===== src/rtl/pipeline_ctrl_pkg.sv =====
// Shared types for the pipeline control slice: word type, pipe FSM states, PC step.
package cpu_types_pkg;

    typedef logic [31:0] word_t;

    typedef enum logic [1:0] {
        RUN    = 2'd0,
        DRAIN  = 2'd1,
        HALTED = 2'd2
    } pipe_state_t;

    localparam int unsigned PC_STEP_C = 4;

endpackage


===== src/rtl/pipeline_ctrl_if.sv =====
// Hazard-unit / datapath bundle seen by pipeline_ctrl.
// PIPELINE_PERF_CNT_EN adds the performance counter outputs.
interface pipeline_ctrl_if;
    import cpu_types_pkg::*;

    logic        pc_en;
    logic        stall_ifid;
    logic        stall_idex;
    logic        stall_xmem;
    logic        stall_wb;
    logic        flush_ifid;
    logic        flush_idex;
    logic        flush_xmem;
    logic        flush_wb;
    logic        take_branch;
    logic        jump;
    word_t       branch_target;
    word_t       jump_target;
    logic        halt_id;
    word_t       pc;
    logic        ifid_valid;
    logic        idex_valid;
    logic        xmem_valid;
    logic        mwb_valid;
    logic        halt;
    pipe_state_t pipe_state;
`ifdef PIPELINE_PERF_CNT_EN
    word_t       stall_cycles;
    word_t       flush_cycles;
    word_t       retired;
`endif

    modport master (
        output pc_en, stall_ifid, stall_idex, stall_xmem, stall_wb,
        output flush_ifid, flush_idex, flush_xmem, flush_wb,
        output take_branch, jump, branch_target, jump_target, halt_id,
`ifdef PIPELINE_PERF_CNT_EN
        input  stall_cycles, flush_cycles, retired,
`endif
        input  pc, ifid_valid, idex_valid, xmem_valid, mwb_valid,
        input  halt, pipe_state
    );

    modport slave (
        input  pc_en, stall_ifid, stall_idex, stall_xmem, stall_wb,
        input  flush_ifid, flush_idex, flush_xmem, flush_wb,
        input  take_branch, jump, branch_target, jump_target, halt_id,
`ifdef PIPELINE_PERF_CNT_EN
        output stall_cycles, flush_cycles, retired,
`endif
        output pc, ifid_valid, idex_valid, xmem_valid, mwb_valid,
        output halt, pipe_state
    );

endinterface


===== src/rtl/pipeline_ctrl_token.sv =====
// One pipeline boundary's {valid, halt} token with flush > stall > load priority.
module pipe_token_reg (
    input  logic CLK,
    input  logic nRST,
    input  logic flush,
    input  logic stall,
    input  logic valid_i,
    input  logic halt_i,
    output logic valid_o,
    output logic halt_o
);

    logic valid_q, valid_d;
    logic halt_q, halt_d;

    always_comb begin
        valid_d = valid_q;
        halt_d  = halt_q;
        if (flush) begin
            valid_d = 1'b0;
            halt_d  = 1'b0;
        end else if (!stall) begin
            valid_d = valid_i;
            halt_d  = halt_i;
        end
    end

    always_ff @(posedge CLK) begin
        if (!nRST) begin
            valid_q <= 1'b0;
            halt_q  <= 1'b0;
        end else begin
            valid_q <= valid_d;
            halt_q  <= halt_d;
        end
    end

    assign valid_o = valid_q;
    assign halt_o  = halt_q;

endmodule


===== src/rtl/pipeline_ctrl.sv =====
// PC register, boundary tokens and RUN/DRAIN/HALTED control for the pipe.
// PIPELINE_PERF_CNT_EN adds saturating stall/flush/retire counters.
module pipeline_ctrl
    import cpu_types_pkg::*;
#(
    parameter word_t       PC_INIT = 32'h0000_0000,
    parameter int unsigned PC_STEP = PC_STEP_C
) (
    input  logic           CLK,
    input  logic           nRST,
    pipeline_ctrl_if.slave bus
);

    pipe_state_t state_q, state_d;
    word_t       pc_q, pc_d;

    logic ifid_v, idex_v, xmem_v, mwb_v;
    logic ifid_h, idex_h, xmem_h, mwb_h;
    logic run, halted, fetch_v, idex_halt_ld;

    pipe_token_reg u_ifid (
        .CLK(CLK), .nRST(nRST),
        .flush(bus.flush_ifid), .stall(bus.stall_ifid),
        .valid_i(fetch_v), .halt_i(1'b0),
        .valid_o(ifid_v), .halt_o(ifid_h)
    );

    pipe_token_reg u_idex (
        .CLK(CLK), .nRST(nRST),
        .flush(bus.flush_idex), .stall(bus.stall_idex),
        .valid_i(ifid_v), .halt_i(bus.halt_id & ifid_v),
        .valid_o(idex_v), .halt_o(idex_h)
    );

    pipe_token_reg u_xmem (
        .CLK(CLK), .nRST(nRST),
        .flush(bus.flush_xmem), .stall(bus.stall_xmem),
        .valid_i(idex_v), .halt_i(idex_h),
        .valid_o(xmem_v), .halt_o(xmem_h)
    );

    pipe_token_reg u_mwb (
        .CLK(CLK), .nRST(nRST),
        .flush(bus.flush_wb), .stall(bus.stall_wb),
        .valid_i(xmem_v), .halt_i(xmem_h),
        .valid_o(mwb_v), .halt_o(mwb_h)
    );

    assign idex_halt_ld = !bus.flush_idex && !bus.stall_idex
                       && bus.halt_id && ifid_v;

    always_ff @(posedge CLK) begin
        if (!nRST) begin
            state_q <= RUN;
            pc_q    <= PC_INIT;
        end else begin
            state_q <= state_d;
            pc_q    <= pc_d;
        end
    end

    // A flushed (wrong-path) HALT leaves DRAIN once no boundary still carries it.
    always_comb begin
        state_d = state_q;
        case (state_q)
            RUN: begin
                if (idex_halt_ld) state_d = DRAIN;
            end
            DRAIN: begin
                if (mwb_v && mwb_h) state_d = HALTED;
                else if (!(idex_h || xmem_h || mwb_h)) state_d = RUN;
            end
            HALTED:  state_d = HALTED;
            default: state_d = RUN;
        endcase
    end

    always_comb begin
        run     = (state_q == RUN);
        halted  = (state_q == HALTED);
        fetch_v = run;
    end

    // Jump outranks a simultaneously resolved branch.
    always_comb begin
        pc_d = pc_q;
        if (run && bus.pc_en) begin
            if (bus.jump) pc_d = bus.jump_target;
            else if (bus.take_branch) pc_d = bus.branch_target;
            else pc_d = pc_q + word_t'(PC_STEP);
        end
    end

    assign bus.pc         = pc_q;
    assign bus.ifid_valid = ifid_v & ~halted;
    assign bus.idex_valid = idex_v & ~halted;
    assign bus.xmem_valid = xmem_v & ~halted;
    assign bus.mwb_valid  = mwb_v & ~halted;
    assign bus.halt       = halted;
    assign bus.pipe_state = state_q;

`ifdef PIPELINE_PERF_CNT_EN
    word_t stall_cnt_q, stall_cnt_d;
    word_t flush_cnt_q, flush_cnt_d;
    word_t ret_cnt_q, ret_cnt_d;
    logic  any_stall, any_flush, retire;

    always_comb begin
        any_stall = bus.stall_ifid | bus.stall_idex
                  | bus.stall_xmem | bus.stall_wb;
        any_flush = bus.flush_ifid | bus.flush_idex
                  | bus.flush_xmem | bus.flush_wb;
        retire    = mwb_v & ~mwb_h;
        stall_cnt_d = stall_cnt_q;
        flush_cnt_d = flush_cnt_q;
        ret_cnt_d   = ret_cnt_q;
        if (!halted) begin
            if (any_stall && stall_cnt_q != '1)
                stall_cnt_d = stall_cnt_q + 32'd1;
            if (any_flush && flush_cnt_q != '1)
                flush_cnt_d = flush_cnt_q + 32'd1;
            if (retire && ret_cnt_q != '1)
                ret_cnt_d = ret_cnt_q + 32'd1;
        end
    end

    always_ff @(posedge CLK) begin
        if (!nRST) begin
            stall_cnt_q <= '0;
            flush_cnt_q <= '0;
            ret_cnt_q   <= '0;
        end else begin
            stall_cnt_q <= stall_cnt_d;
            flush_cnt_q <= flush_cnt_d;
            ret_cnt_q   <= ret_cnt_d;
        end
    end

    assign bus.stall_cycles = stall_cnt_q;
    assign bus.flush_cycles = flush_cnt_q;
    assign bus.retired      = ret_cnt_q;
`endif

endmodule


===== src/flat_wrapper.sv =====
// flat-port wrapper written by rule: the top's interface ports become plain ports
module pipeline_ctrl_flat import cpu_types_pkg::*;
#(
    parameter word_t       PC_INIT = 32'h0000_0000,
    parameter int unsigned PC_STEP = PC_STEP_C
)
  (CLK, nRST, bus_pc_en, bus_stall_ifid, bus_stall_idex, bus_stall_xmem, bus_stall_wb, bus_flush_ifid, bus_flush_idex, bus_flush_xmem, bus_flush_wb, bus_take_branch, bus_jump, bus_branch_target, bus_jump_target, bus_halt_id, bus_pc, bus_ifid_valid, bus_idex_valid, bus_xmem_valid, bus_mwb_valid, bus_halt, bus_pipe_state);
  pipeline_ctrl_if bus_i ();
  input  logic CLK;
  input  logic nRST;
  input wire logic [$bits(bus_i.pc_en)-1:0] bus_pc_en;
  input wire logic [$bits(bus_i.stall_ifid)-1:0] bus_stall_ifid;
  input wire logic [$bits(bus_i.stall_idex)-1:0] bus_stall_idex;
  input wire logic [$bits(bus_i.stall_xmem)-1:0] bus_stall_xmem;
  input wire logic [$bits(bus_i.stall_wb)-1:0] bus_stall_wb;
  input wire logic [$bits(bus_i.flush_ifid)-1:0] bus_flush_ifid;
  input wire logic [$bits(bus_i.flush_idex)-1:0] bus_flush_idex;
  input wire logic [$bits(bus_i.flush_xmem)-1:0] bus_flush_xmem;
  input wire logic [$bits(bus_i.flush_wb)-1:0] bus_flush_wb;
  input wire logic [$bits(bus_i.take_branch)-1:0] bus_take_branch;
  input wire logic [$bits(bus_i.jump)-1:0] bus_jump;
  input wire logic [$bits(bus_i.branch_target)-1:0] bus_branch_target;
  input wire logic [$bits(bus_i.jump_target)-1:0] bus_jump_target;
  input wire logic [$bits(bus_i.halt_id)-1:0] bus_halt_id;
  output wire logic [$bits(bus_i.pc)-1:0] bus_pc;
  output wire logic [$bits(bus_i.ifid_valid)-1:0] bus_ifid_valid;
  output wire logic [$bits(bus_i.idex_valid)-1:0] bus_idex_valid;
  output wire logic [$bits(bus_i.xmem_valid)-1:0] bus_xmem_valid;
  output wire logic [$bits(bus_i.mwb_valid)-1:0] bus_mwb_valid;
  output wire logic [$bits(bus_i.halt)-1:0] bus_halt;
  output wire logic [$bits(bus_i.pipe_state)-1:0] bus_pipe_state;
  assign bus_i.pc_en = bus_pc_en;
  assign bus_i.stall_ifid = bus_stall_ifid;
  assign bus_i.stall_idex = bus_stall_idex;
  assign bus_i.stall_xmem = bus_stall_xmem;
  assign bus_i.stall_wb = bus_stall_wb;
  assign bus_i.flush_ifid = bus_flush_ifid;
  assign bus_i.flush_idex = bus_flush_idex;
  assign bus_i.flush_xmem = bus_flush_xmem;
  assign bus_i.flush_wb = bus_flush_wb;
  assign bus_i.take_branch = bus_take_branch;
  assign bus_i.jump = bus_jump;
  assign bus_i.branch_target = bus_branch_target;
  assign bus_i.jump_target = bus_jump_target;
  assign bus_i.halt_id = bus_halt_id;
  assign bus_pc = bus_i.pc;
  assign bus_ifid_valid = bus_i.ifid_valid;
  assign bus_idex_valid = bus_i.idex_valid;
  assign bus_xmem_valid = bus_i.xmem_valid;
  assign bus_mwb_valid = bus_i.mwb_valid;
  assign bus_halt = bus_i.halt;
  assign bus_pipe_state = bus_i.pipe_state;
  pipeline_ctrl #(.PC_INIT(PC_INIT), .PC_STEP(PC_STEP)) u_core (.CLK(CLK), .nRST(nRST), .bus(bus_i));
endmodule

===== config.mk =====
export PLATFORM = sky130hd
export DESIGN_NAME = pipeline_ctrl_flat
export DESIGN_NICKNAME = d
export VERILOG_FILES = /design/src/rtl/pipeline_ctrl_pkg.sv /design/src/rtl/pipeline_ctrl_if.sv /design/src/rtl/pipeline_ctrl_token.sv /design/src/rtl/pipeline_ctrl.sv /design/src/flat_wrapper.sv
export SDC_FILE = /design/constraint.sdc
export NUM_CORES = 1
export LEC_CHECK = 0
export CAP_MARGIN = 20
export CORE_ASPECT_RATIO = 1.75
export CORE_UTILIZATION = 30
export CTS_BUF_LIST = sky130_fd_sc_hd__clkbuf_4 sky130_fd_sc_hd__clkbuf_8
export DETAILED_ROUTE_END_ITERATION = 16
export HOLD_SLACK_MARGIN = 0.1
export PLACE_DENSITY = 0.59
export SLEW_MARGIN = 30
export SYNTH_ARGS = -nofsm -noshare
export SYNTH_HDL_FRONTEND = slang
export SYNTH_HIERARCHICAL = 1
export SYNTH_SLANG_ARGS = --single-unit

===== constraint.sdc =====
create_clock -name CLK -period 2.18 [get_ports CLK]
set_input_delay 0.218 -clock CLK [delete_from_list [all_inputs] [get_ports CLK]]
set_output_delay 0.218 -clock CLK [all_outputs]
set_load 0.05 [all_outputs]

==> flow_summary.toml <==
# physical design summary
[grt]
grt_pass1_wl_um = 17000
busiest_layer = "met2"
antenna_found_initial = 0
grt.met2_usage_pct = 40.6

[finish]
drive_gt1_share_pct = 11.6
finish.utilization_pct = 49.0
fin_area_um2 = 4300
nNetsFinal = 560

[pwr]
power.total_w = 0.00217
p_clk_share_pct = 30.8
p_per_area_nw_per_um2 = 506
power.leakage_nw = 1.51

[routing]
drt_iter0_markers = 250
drt-total-wl_um = 10800
met2_length_um = 5650
route.detailed.drc = 0

[synthesis]
ys_warn_count = 6
syn_area_per_cell_um2 = 7.75

[hold_path]
hold_depth = 2
holdPathEnd = "u_core/bus.pc[1]"

[critical_path]
cp-endpoint = "bus_halt"
ff2ff_path_depth = 4
required_ns = 1.96
arrival_ns = 1.85
startpoint = "u_core/bus.pipe_state[1]"
r2r_end = "u_core/bus.pc[23]"

[cts]
cts_buffers = 5
cts_tree = "yes"
cts_hold_buffers = 0

[outcome]
outcome = "finished clean"

[sta]
fin_skew_ns = 0.00764
post-route-min-period_ns = 2.07
slew_violations = 0

[job]
max-cap-violations = 0

[floorplan]
fp_util_pct = 31.3
==> power by group through the flow <==
stage	combinational (W)	sequential (W)	clock [W]
after CTS	0.000651	0.000854	0.000681
after global routing	0.000691	0.000864	0.000704
final	0.000650	0.000855	0.000669
after global placement	0.000645	0.000871	0
after floorplan	0.000191	0.000996	0
after detailed placement	0.000649	0.000871	0
==> layout make-up <==
type	instances	area [um^2]	area share, %
multi-input cells	283	1790	41.5
repair buffers	144	1400	32.5
flip-flops and latches	41	826	19.2
well taps	117	146	3.40
clock buffers	6	82.6	1.92
clock inverters	2	37.5	0.873
inverters	6	22.5	0.524
==> critical path, delay by kind of cell (launching register included) <==
kind          cells  cell delay, ns
flops             1            0.45
simple gates      1            0.20
buf+inv           2            0.90
==> images/registers.png <==
Drawn at 3 px/um.
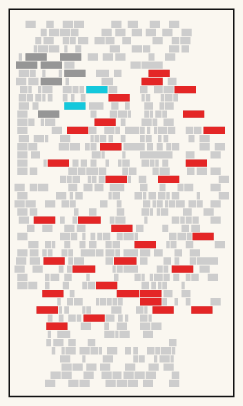
legend:
  red:
    netlist_name: `u_core/bus.pc`
    placed_flops: 32
  cyan:
    netlist_name: `u_core/bus.pipe_state`
    placed_flops: 2
flop share of the area: 19.2%
P_seq: 0.000855 W

==> images/pins.png <==
Drawn at 4 px/um. Pins as bars across the die edge, other pins in grey.
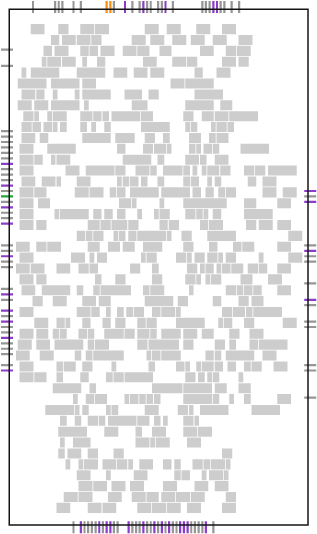
legend:
  purple:
    port: `bus_branch_target`
    pins: 32
    direction: input
    edge: 13 bottom, 10 left, 5 top, 4 right
  orange:
    port: `bus_pipe_state`
    pins: 2
    direction: output
    edge: top
  green:
    port: `bus_flush_ifid`
    pins: 1
    direction: input
    edge: left
all pins by edge: 39 left, 35 bottom, 28 top, 15 right
Die X: 74.3 um
PortBufs: 116
chip height: 129 um

No activity file was given, so power comes from the tool's default toggle rates.
